## src/rtl/mult_pkg.sv

```systemverilog
// Shared types and helpers for the mult_seq shift-add multiplier.
// Optional signed mode is selected by the MULT_SIGNED_EN macro.
package mult_pkg;

    typedef enum logic [1:0] {
        IDLE = 2'd0,
        CALC = 2'd1,
        DONE = 2'd2
    } state_t;

    // Step counter must be able to hold WIDTH itself after the final increment.
    function automatic int cnt_w(input int width);
        return $clog2(width) + 1;
    endfunction

endpackage

```

## src/rtl/mult_seq_dp.sv

```systemverilog
// Datapath of mult_seq: operand registers, accumulator, shift/add step and result register.
// With MULT_SIGNED_EN defined, operands are two's complement and the product sign is fixed up at the end.
module mult_seq_dp
    import mult_pkg::*;
#(
    parameter int WIDTH = 8
) (
    input  logic               clk,
    input  logic               rst_n,
    input  logic               load,
    input  logic               step,
    input  logic [WIDTH-1:0]   a,
    input  logic [WIDTH-1:0]   b,
    output logic               last,
    output logic [2*WIDTH-1:0] result
);

    localparam int CW = cnt_w(WIDTH);
    localparam int PW = 2 * WIDTH;
    localparam logic [CW-1:0] LAST_CNT = CW'(WIDTH - 1);

    logic [WIDTH-1:0] mcand_r;
    logic [WIDTH-1:0] mplier_r;
    logic [PW-1:0]    acc_r;
    logic [PW-1:0]    result_r;
    logic [CW-1:0]    count_r;
    logic [WIDTH-1:0] a_mag_s;
    logic [WIDTH-1:0] b_mag_s;
    logic [PW-1:0]    addend_s;
    logic [PW-1:0]    sum_s;
    logic [PW-1:0]    final_s;
`ifdef MULT_SIGNED_EN
    logic             sign_r;

    // The most-negative value maps to its unsigned magnitude 2^(WIDTH-1).
    function automatic logic [WIDTH-1:0] mag(input logic [WIDTH-1:0] v);
        if (v[WIDTH-1]) begin
            return ~v + {{(WIDTH-1){1'b0}}, 1'b1};
        end else begin
            return v;
        end
    endfunction
`endif

    assign last   = (count_r == LAST_CNT);
    assign result = result_r;

    // Operand magnitudes, partial product for this step and final product.
    always_comb begin
`ifdef MULT_SIGNED_EN
        a_mag_s = mag(a);
        b_mag_s = mag(b);
`else
        a_mag_s = a;
        b_mag_s = b;
`endif
        if (mplier_r[0]) begin
            addend_s = {{WIDTH{1'b0}}, mcand_r} << count_r;
        end else begin
            addend_s = {PW{1'b0}};
        end
        sum_s = acc_r + addend_s;
`ifdef MULT_SIGNED_EN
        if (sign_r) begin
            final_s = ~sum_s + {{(PW-1){1'b0}}, 1'b1};
        end else begin
            final_s = sum_s;
        end
`else
        final_s = sum_s;
`endif
    end

    // Operand capture on accept, one shift-add per CALC cycle, result on the last step.
    always_ff @(posedge clk or negedge rst_n) begin
        if (!rst_n) begin
            mcand_r  <= {WIDTH{1'b0}};
            mplier_r <= {WIDTH{1'b0}};
            acc_r    <= {PW{1'b0}};
            result_r <= {PW{1'b0}};
            count_r  <= {CW{1'b0}};
`ifdef MULT_SIGNED_EN
            sign_r   <= 1'b0;
`endif
        end else if (load) begin
            mcand_r  <= a_mag_s;
            mplier_r <= b_mag_s;
            acc_r    <= {PW{1'b0}};
            count_r  <= {CW{1'b0}};
`ifdef MULT_SIGNED_EN
            sign_r   <= a[WIDTH-1] ^ b[WIDTH-1];
`endif
        end else if (step) begin
            acc_r    <= sum_s;
            mplier_r <= mplier_r >> 1;
            count_r  <= count_r + {{(CW-1){1'b0}}, 1'b1};
            if (last) begin
                result_r <= final_s;
            end
        end
    end

endmodule

```

## src/rtl/mult_seq.sv

```systemverilog
// Sequential shift-add multiplier top: FSM and valid/ready handshakes around mult_seq_dp.
// Define MULT_SIGNED_EN for two's complement operands.
module mult_seq
    import mult_pkg::*;
#(
    parameter int WIDTH = 8
) (
    input  logic               clk,
    input  logic               rst_n,
    input  logic               in_valid,
    output logic               in_ready,
    input  logic [WIDTH-1:0]   a,
    input  logic [WIDTH-1:0]   b,
    output logic               out_valid,
    input  logic               out_ready,
    output logic [2*WIDTH-1:0] result,
    output logic               busy
);

    state_t state_r;
    state_t state_next_s;
    logic   in_ready_r;
    logic   out_valid_r;
    logic   busy_r;
    logic   load_s;
    logic   step_s;
    logic   last_s;

    assign in_ready  = in_ready_r;
    assign out_valid = out_valid_r;
    assign busy      = busy_r;

    // State register; handshake flags are registered from the next state.
    always_ff @(posedge clk or negedge rst_n) begin
        if (!rst_n) begin
            state_r     <= IDLE;
            in_ready_r  <= 1'b1;
            out_valid_r <= 1'b0;
            busy_r      <= 1'b0;
        end else begin
            state_r     <= state_next_s;
            in_ready_r  <= (state_next_s == IDLE);
            out_valid_r <= (state_next_s == DONE);
            busy_r      <= (state_next_s != IDLE);
        end
    end

    // Next-state and datapath control.
    always_comb begin
        state_next_s = state_r;
        load_s       = 1'b0;
        step_s       = 1'b0;
        case (state_r)
            IDLE: begin
                if (in_valid && in_ready_r) begin
                    load_s       = 1'b1;
                    state_next_s = CALC;
                end else begin
                    state_next_s = IDLE;
                end
            end
            CALC: begin
                step_s = 1'b1;
                if (last_s) begin
                    state_next_s = DONE;
                end else begin
                    state_next_s = CALC;
                end
            end
            DONE: begin
                if (out_valid_r && out_ready) begin
                    state_next_s = IDLE;
                end else begin
                    state_next_s = DONE;
                end
            end
            default: begin
                state_next_s = IDLE;
            end
        endcase
    end

    mult_seq_dp #(
        .WIDTH (WIDTH)
    ) u_dp (
        .clk    (clk),
        .rst_n  (rst_n),
        .load   (load_s),
        .step   (step_s),
        .a      (a),
        .b      (b),
        .last   (last_s),
        .result (result)
    );

endmodule

```

## config.mk

```make
export PLATFORM = sky130hd
export DESIGN_NAME = mult_seq
export DESIGN_NICKNAME = d
export VERILOG_FILES = /design/src/rtl/mult_pkg.sv /design/src/rtl/mult_seq_dp.sv /design/src/rtl/mult_seq.sv
export SDC_FILE = /design/constraint.sdc
export NUM_CORES = 1
export LEC_CHECK = 0
export CORE_MARGIN = 1.5
export CORE_UTILIZATION = 57
export DETAILED_ROUTE_END_ITERATION = 12
export PLACE_DENSITY = 0.81
export SYNTH_ARGS = -nofsm -noshare
export SYNTH_HDL_FRONTEND = slang
export SYNTH_HIERARCHICAL = 1
export SYNTH_SLANG_ARGS = --single-unit
```

## constraint.sdc

```tcl
create_clock -name clk -period 4.2 [get_ports clk]
set_clock_uncertainty 0.2 [all_clocks]
set_input_delay 0.84 -clock clk [delete_from_list [all_inputs] [get_ports clk]]
set_output_delay 0.84 -clock clk [all_outputs]
set_load 0.05 [all_outputs]
```

pdn.png
Pins as bars on the die edge.
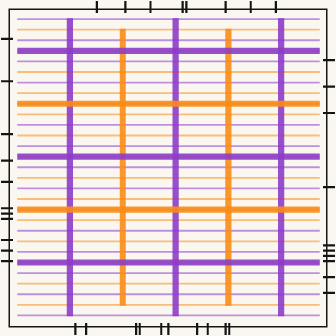
VDD: shown in orange. VSS: shown in purple.
5 straps on met5. 29 met1 rails follow the rows.

==> run_results.csv <==
group,metric,value,unit
run_status,status,"completed",
clock_tree,cts_made_buffers,9,
worst_setup_path,critPathLaunchType,"flop",
synth,ys_seq_frac,0.409,
worst_setup_path,worstSetupEndpointType,"flop",
finish,fillers,469,
power_and_ir_drop,pwr-share-clk,0.133,
power_and_ir_drop,maxPowerGroup,"combinational cells",
power_and_ir_drop,power_density,860,nW/um^2
global_route,antenna_found_initial,0,
global_route,gr-total-overflow,0,
power_and_ir_drop,seq_power_share,0.292,
finish,clkbuf_count,16,
worst_setup_path,rrSetupSlack,0.46,ns
flow_run,warning_count,26,
finish,antenna_cells,0,
placed_design,port_buffers,38,
synth,ys_cells,347,
floorplan,rows,28,
routing,num_vias,2715,
routing,wl_met1,3.26,mm
worst_setup_path,regToRegEndpoint,"u_dp/result[14]",
hold_path,whs_path_depth,1,
global_route,grt_pass1_vias,2641,
placed_design,post-place-ws,0.505,ns
global_route,grt_util_met3,0.0787,
placed_design,place_congestion,0.938,
worst_setup_path,cp-endpoint,"u_dp/result[14]",
routing,wl_per_cell,16.1,um
routing,wl_met3,349,um
power_and_ir_drop,pwr-share-comb,0.575,
worst_setup_path,cp_num_buf_inv,0,
worst_setup_path,max_stage_delay,0.71,ns
worst_setup_path,r2r_cells,10,
finish,layout-drive-gt1-share,0.128,
hold_path,hold_end,"u_dp/result[5]",
final_timing,hold_ws,0.305,ns
finish,flops,57,
worst_setup_path,crit_start,"u_dp/count_r[1]",
routing,drc,0,
power_and_ir_drop,power_clock,0.000468,W
cell_classes.png
The bar under the picture is 20 um long.
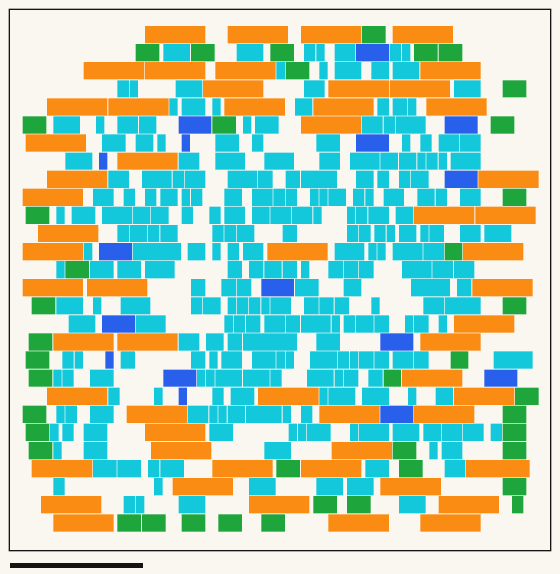
other buffers and delay cells: shown in green, cells 41. flip-flops: shown in orange, cells 57. clock drivers and dummy loads: shown in blue, cells 16. all other logic: shown in cyan, cells 270.

-- placed cells by master, fill, tap and decap left out, types with 6 or more instances in the layout --
| master | instances |
|---|---|
| clkdlybuf4s50_1 | 37 |
| a21oi_1 | 20 |
| mux2_2 | 24 |
| a22o_1 | 6 |
| a21o_1 | 7 |
| nor2b_1 | 9 |
| dfrtp_1 | 56 |
| nand2_1 | 25 |
| mux2i_1 | 20 |
| o21ai_0 | 26 |
| xor2_1 | 6 |
| nor2_1 | 31 |
| clkbuf_8 | 12 |
| xnor2_1 | 11 |
| ha_1 | 16 |
| a211oi_1 | 9 |
-- cell families after synthesis --
logic type,count (synthesis),share of synthesized area
compound gates,92,0.170
xor+xnor,18,0.0474
fa+ha+maj,17,0.0631
buf+inv,25,0.0294
flops,57,0.409
mux,47,0.150
simple gates,91,0.130
Power is estimated from default activity; no workload was simulated.
